==> config.mk <==
export PLATFORM = sky130hd
export DESIGN_NAME = fft_spectrum_feeder
export DESIGN_NICKNAME = d
export VERILOG_FILES = /design/src/rtl/fft_spectrum_feeder.sv
export SDC_FILE = /design/constraint.sdc
export NUM_CORES = 2
export LEC_CHECK = 0
export ABC_AREA = 1
export CAP_MARGIN = 20
export CELL_PAD_IN_SITES_DETAIL_PLACEMENT = 0
export CELL_PAD_IN_SITES_GLOBAL_PLACEMENT = 1
export CORE_MARGIN = 1.5
export CORE_UTILIZATION = 47
export DETAILED_ROUTE_END_ITERATION = 10
export MAX_ROUTING_LAYER = met4
export PLACE_DENSITY = 0.69
export SLEW_MARGIN = 20
export SYNTH_ARGS = -nofsm -noshare
export SYNTH_HDL_FRONTEND = slang
export SYNTH_SLANG_ARGS = --single-unit
==> constraint.sdc <==
create_clock -name clk -period 7.5 [get_ports clk]
set_input_delay 0.75 -clock clk [delete_from_list [all_inputs] [get_ports clk]]
set_output_delay 0.75 -clock clk [all_outputs]
set_load 0.005 [all_outputs]
==> src/rtl/fft_spectrum_feeder.sv <==
// Ping-pong frame buffer between an FFT magnitude stream and the LCD spectrum display engine.
// Banks swap only on out_vsync after a frame has completed, so a displayed frame never tears.
module fft_spectrum_feeder #(
    parameter int unsigned POINTS = 256,
    parameter int unsigned DW_IN  = 16,
    parameter int unsigned SHIFT  = 8
) (
    input  logic             clk,
    input  logic             rst,
    input  logic             s_valid,
    input  logic [DW_IN-1:0] s_data,
    input  logic             s_last,
    output logic             s_ready,
    input  logic             out_vsync,
    input  logic             data_req,
    input  logic             fft_point_done,
    output logic [7:0]       fft_point_cnt,
    output logic [7:0]       fft_data,
    output logic             frame_swap,
    output logic             short_err,
    output logic             long_err
);

    localparam logic [8:0] PointsLen = 9'(POINTS);
    localparam logic [7:0] LastIdx   = 8'(POINTS - 1);

    typedef enum logic [1:0] {WrFill, WrDrop, WrHold} wr_state_e;

    wr_state_e        wr_state_q, wr_state_d;
    logic             rd_bank_q, rd_bank_d;
    logic             wr_bank_q, wr_bank_d;
    logic [7:0]       wr_addr_q, wr_addr_d;
    logic [8:0]       wr_len_q, wr_len_d;
    logic [8:0]       rd_len_q, rd_len_d;
    logic [7:0]       cnt_q, cnt_d;
    logic             frame_swap_d, short_err_d, long_err_d;
    logic             pending, accept, swap, ram_we;
    logic [DW_IN-1:0] shifted;
    logic [7:0]       mag8;
    logic [7:0]       mem [2][256];
    logic [7:0]       ram_q;
    logic             hit_q;

    assign shifted = s_data >> SHIFT;
    assign mag8    = (shifted > DW_IN'(255)) ? 8'hFF : shifted[7:0];
    assign pending = (wr_state_q == WrHold);
    assign accept  = s_valid & s_ready;
    // A frame finishing on the vsync edge is not yet pending, so it waits a full display frame.
    assign swap    = out_vsync & pending;

    always_comb begin
        wr_state_d   = wr_state_q;
        rd_bank_d    = rd_bank_q;
        wr_bank_d    = wr_bank_q;
        wr_addr_d    = wr_addr_q;
        wr_len_d     = wr_len_q;
        rd_len_d     = rd_len_q;
        frame_swap_d = 1'b0;
        short_err_d  = short_err;
        long_err_d   = long_err;
        s_ready      = 1'b1;
        ram_we       = 1'b0;
        unique case (wr_state_q)
            WrFill: begin
                if (accept) begin
                    ram_we    = 1'b1;
                    wr_addr_d = wr_addr_q + 8'd1;
                    if (s_last) begin
                        wr_len_d   = {1'b0, wr_addr_q} + 9'd1;
                        wr_state_d = WrHold;
                        if (({1'b0, wr_addr_q} + 9'd1) < PointsLen) short_err_d = 1'b1;
                    end else if (wr_addr_q == LastIdx) begin
                        wr_len_d   = PointsLen;
                        wr_state_d = WrDrop;
                    end
                end
            end
            WrDrop: begin
                if (accept) begin
                    long_err_d = 1'b1;
                    if (s_last) wr_state_d = WrHold;
                end
            end
            WrHold: begin
                s_ready = 1'b0;
                if (swap) begin
                    rd_bank_d    = wr_bank_q;
                    wr_bank_d    = rd_bank_q;
                    rd_len_d     = wr_len_q;
                    wr_addr_d    = 8'd0;
                    wr_state_d   = WrFill;
                    frame_swap_d = 1'b1;
                end
            end
            default: wr_state_d = WrFill;
        endcase
    end

    always_comb begin
        cnt_d = cnt_q;
        if (out_vsync) begin
            cnt_d = 8'd0;
        end else if (fft_point_done) begin
            cnt_d = (cnt_q == LastIdx) ? 8'd0 : cnt_q + 8'd1;
        end
    end

    always_ff @(posedge clk or posedge rst) begin
        if (rst) begin
            wr_state_q <= WrFill;
            rd_bank_q  <= 1'b0;
            wr_bank_q  <= 1'b1;
            wr_addr_q  <= 8'd0;
            wr_len_q   <= 9'd0;
            rd_len_q   <= 9'd0;
            cnt_q      <= 8'd0;
            frame_swap <= 1'b0;
            short_err  <= 1'b0;
            long_err   <= 1'b0;
            hit_q      <= 1'b0;
        end else begin
            wr_state_q <= wr_state_d;
            rd_bank_q  <= rd_bank_d;
            wr_bank_q  <= wr_bank_d;
            wr_addr_q  <= wr_addr_d;
            wr_len_q   <= wr_len_d;
            rd_len_q   <= rd_len_d;
            cnt_q      <= cnt_d;
            frame_swap <= frame_swap_d;
            short_err  <= short_err_d;
            long_err   <= long_err_d;
            if (data_req) hit_q <= ({1'b0, cnt_q} < rd_len_q);
        end
    end

    // Storage has no reset; hit_q masks stale or uninitialised contents.
    always_ff @(posedge clk) begin
        if (ram_we) mem[wr_bank_q][wr_addr_q] <= mag8;
        if (data_req) ram_q <= mem[rd_bank_q][cnt_q];
    end

    assign fft_point_cnt = cnt_q;
    assign fft_data      = hit_q ? ram_q : 8'h00;

endmodule

Figure 1. Floorplan with the power grid.
Bar = 200 um. Pins as bars on the die edge.
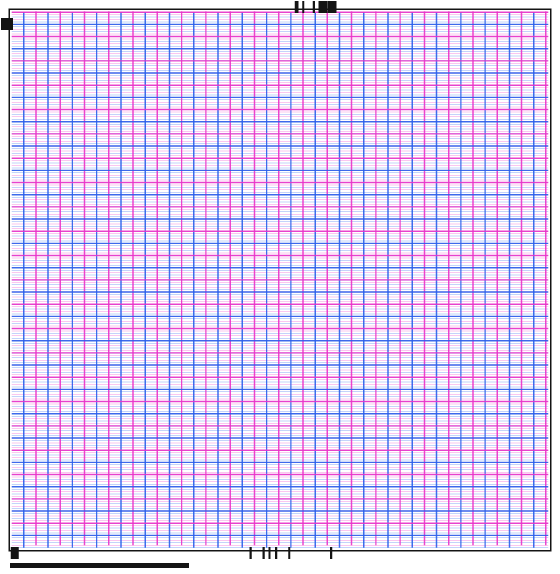
VDD: drawn in magenta. VSS: drawn in blue.
44 straps on met4. 221 met1 rails follow the rows. 43 signal pins sit on the boundary. 44 straps on met5.

Figure 2. Cell classes on the final placement.
Bar = 200 um.
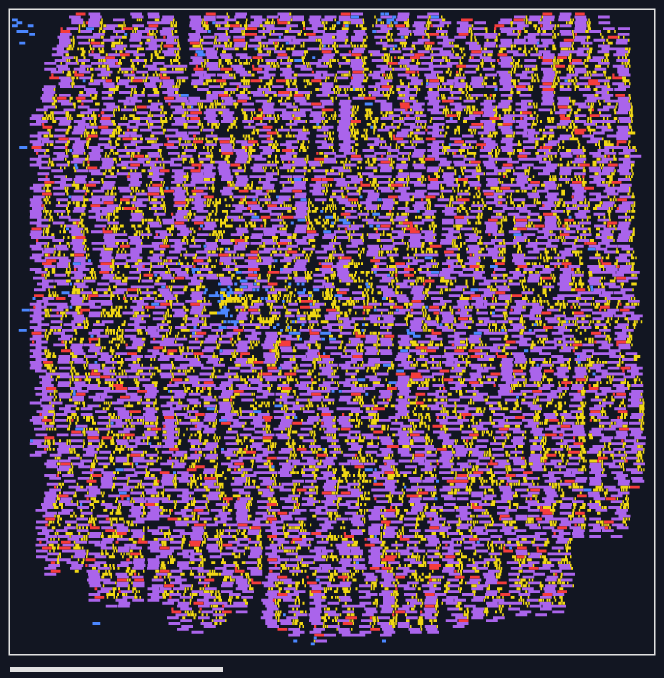
other buffers and delay cells: drawn in blue, cells 258, share of their area 1.5%. clock drivers and dummy loads: drawn in red, cells 768, share of their area 7.4%. flip-flops: drawn in purple, cells 4146, share of their area 68%. all other logic: drawn in yellow, cells 9230, share of their area 23%.

Figure 3. Clock network drawn from the DEF.
Bar = 200 um.
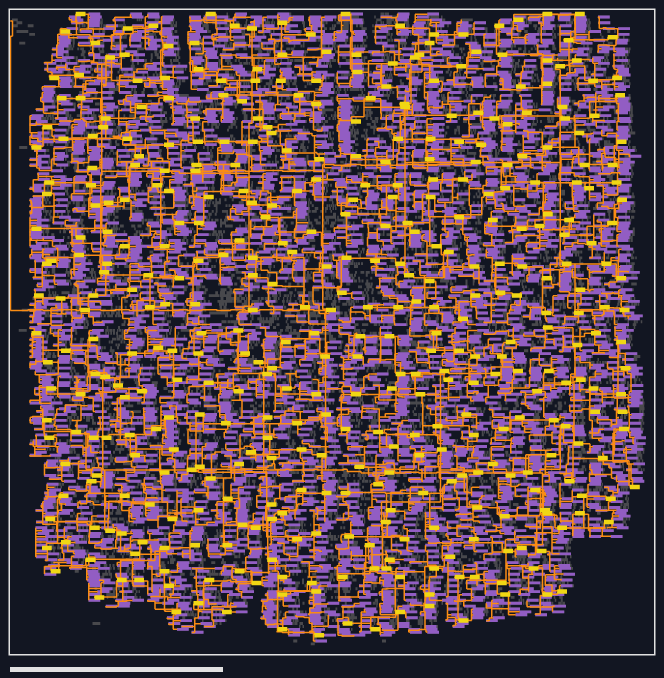
cells driving clock nets: drawn in yellow, count 424. flip-flops: drawn in purple, count 4146. clock wires: drawn in orange, length 47.1 mm.
There are 425 routed clock nets. Position of the flops: all over the die.

Figure 4. Signal wires by layer.
Two of the layers only.
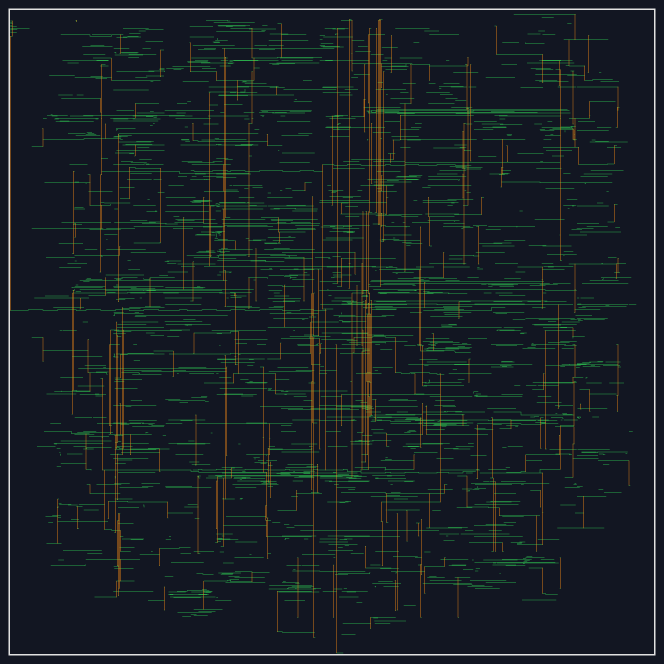
met4: drawn in orange, wire length 14200 um. met3: drawn in green, wire length 35.3 mm.

==> GITHUB_STEP_SUMMARY <==
## PnR job results

| Metric | Value |
|---|---|
| Worst R2R Start | rd_bank_q |
| Simple share | 22.3% |
| DRT iter0 DRCs | 11900 |
| Syn Nets | 14400 |
| Die area | 0.364 mm2 |
| Post-Synth AOI/OAI Area | 1.08% |
| Routed wire per std cell | 25.0 um |
| Initial antenna violation count | 10 |
| I/O pin count | 43 |
| R2r endpoint | ram_q[6] |
| Post-CTS Resized | 0 |
| Synth cell count leaders | nand2_1 (4996), edfxtp_1 (4104), nand3_1 (3235), nor3_1 (512), buf_2 (505) |
| CP Class | reg2reg |
| Cell Type Count | 34 |
| Clock-pin transition on the worst setup and hold timing paths | 0.06 ns |
| Xor+xnor area frac | 0.0310% |
| Filler Cells Inserted | 30600 |
| Synth Area per Inst | 11.8 um2 |
| Clk_lat worst skew | 0.98 ns |
| Slew HR | 22.1% |
| CP startpoint kind | flop |
| Ys async rst share | 1.01% |
| FP Util | 47.2% |
| Core area | 0.359 mm2 |
| Count of pins over their slew limit | 0 |
| Global route hottest layer | met2 |
| Critical Path End | ram_q[6] |
| DRC errors left | 0 |
| R2R setup slack | 2.94 ns |
| Syn-to-layout area delta | 11.2% |
| Die Y | 604 um |
| Tool warnings | 134 |
| Congestion Overflow GR | 0 |
| Fin Setup TNS | 0 ns |
| Critical Path Source | rd_bank_q |
| Hold endpoint | mem[0][987] |
| Status | completed |
| Max FO, Critical Path | 191 |
| Ys flops | 4146 |
| DRT Pass-1 Iters | 6 |
| Yosys stat area | 0.170 mm2 |
| Hpwl dp | 262000 um |
| Reg2reg path depth | 15 |
| PortBufs | 34 |
| Met3 GRT Util | 3.80% |
| Longest Clk Path Bufs | 4 |
| Crit path arrival time | 5.40 ns |
| Vias in the first global route | 105000 |
| Synth warn | 0 |
| Yosys top cell by instances | nand2_1 |
| Vias post-DR | 109000 |
| Clock Skews | 0.0367 ns |
| Max reg flops | 4096 |
| Worst-margin pin slew | 1.17 ns |
| Area share, top type | 72.7% |
| Post-synth EDFFs | 4104 |
| Largest register by flop count | mem |
| Post-synthesis adder-cell area fraction | 0.0886% |
| Hold Startpoint | s_data[11] |
| First-pass GRT wire length | 702000 um |
| Fin nets | 14100 |
| Root buffer selected by CTS | clkbuf_16 |
| Hold-critical path depth | 1 |
| Global routing usage on met1 | 36.7% |
| Final ANT Viol Nets | 0 |
| Worst Setup End Kind | flop |
| Gr usage total | 26.7% |
| Cell area after synthesis | 0.170 mm2 |
| Worst-case setup margin in the final layout | 2.94 ns |
| FP Rows | 220 |
| Dominant combinational family | simple AND/OR/NAND/NOR gates |
| Hold crit path type | in2reg |
| Tmin final | 4.56 ns |
| CTS tree | yes |
| Max-cap violation count | 0 |
| Cell area leaders | edfxtp_1 (73%), nand2_1 (11%), nand3_1 (9.6%), nor3_1 (1.5%), buf_2 (1.5%) |
| Final setup fails | 0 |
| Share of cells above drive strength 1 | 8.53% |
| Final Wtd Congestion | 0.870 |
| Final Hold Fails | 0 |
| Final Power | 0.0587 W |
| Power Density | 311 mW/mm2 |
| Mux share | 0% |
| Sinks on Clock Net | 4146 |
| Largest area contributor in the netlist | edfxtp_1 |
| Cycle use final | 60.8% |
| Fmax | 0.219 GHz |
| Sequential area share after synthesis | 73.3% |
| Setup Buffers After CTS | 0 |
| Num CTS Buffers | 424 |
| H-tree Lvls | 5 |
| Peak supply drop | 0.000318 V |
| Top cells excl fill/tap | nand2_1 (4994), edfxtp_1 (4104), nand3_1 (3235) |
| Synth Instances | 14400 |
| RSZ-0062 raised after global routing | no |
| Worst endpoint required time | 8.34 ns |
| Worst slack, placed | 2.04 ns |
| Post-Route WL | 480000 um |
| Main flop type | edfxtp_1 |
| Via density per instance | 5.70 |
| LEAKAGE | 65.0 nW |
| Hold-fix buffers, CTS | 0 |
| Yosys cell count | 14400 |
| Largest net degree at the start of global routing | 196 |
| Most common cell after layout, fill and taps aside | nand2_1 |
| Met2 Use GR | 41.8% |
through the flow:
stage	util [%]	std cells	cell area, um2	hold WS [ns]
3_3_place_gp	48.2	18400	173000	0.457
2_1_floorplan	-	14400	170000	0.442
3_5_place_dp	48.3	18400	173000	0.464
6_report	52.5	19200	189000	0.248
4_1_cts	52.0	19200	187000	0.210
5_1_grt	52.5	19200	189000	0.237
worst max-delay path, stage by stage, from the launching register on:
cell	delay, ns
dfrtp_4	0.76
inv_16	0.60
buf_12	0.57
buf_4	0.61
nand2_1	0.10
nand3_1	0.11
nand3_1	0.14
nand3_1	0.20
nand3_1	0.13
nand3_1	0.11
nand3_1	0.18
nand2_1	0.24
nand2_1	0.07
nand2_1	0.07
inv_1	0.06
nand2_1	0.06
report_power, final:
part / switching [W] / internal (W)
combinational: 0.00936 / 0.00288
clock: 0.00876 / 0.0119
sequential: 0.000178 / 0.0256
cells by family after synthesis:
| kind of cell | after synthesis |
|---|---|
| xor gates and xnor gates | 6 |
| adders and majority gates | 12 |
| and+or+nand+nor | 8794 |
| buffers and inverters | 1101 |
| AOI/OAI and AO/OA | 350 |
| DFF | 4146 |
area by class of cell:
| cell class | count | area [um2] | share of cell area [%] |
|---|---|---|---|
| timing repair buffer | 258 | 2710 | 1.44 |
| tap | 4773 | 5970 | 3.17 |
| multi-input combinational | 9162 | 41800 | 22.2 |
| clock inverter | 233 | 2270 | 1.20 |
| clock buffer | 535 | 11200 | 5.92 |
| sequential | 4146 | 124000 | 65.9 |
| antenna | 4 | 10.0 | 0.00531 |
| inverter | 68 | 333 | 0.176 |
per-layer routing:
metal	up-vias	wire (um)
li1	50400	-
met1	54300	205000
met2	3934	226000
met3	635	35300
met4	0	14200
met5	-	0
Power is estimated from default activity; no workload was simulated.
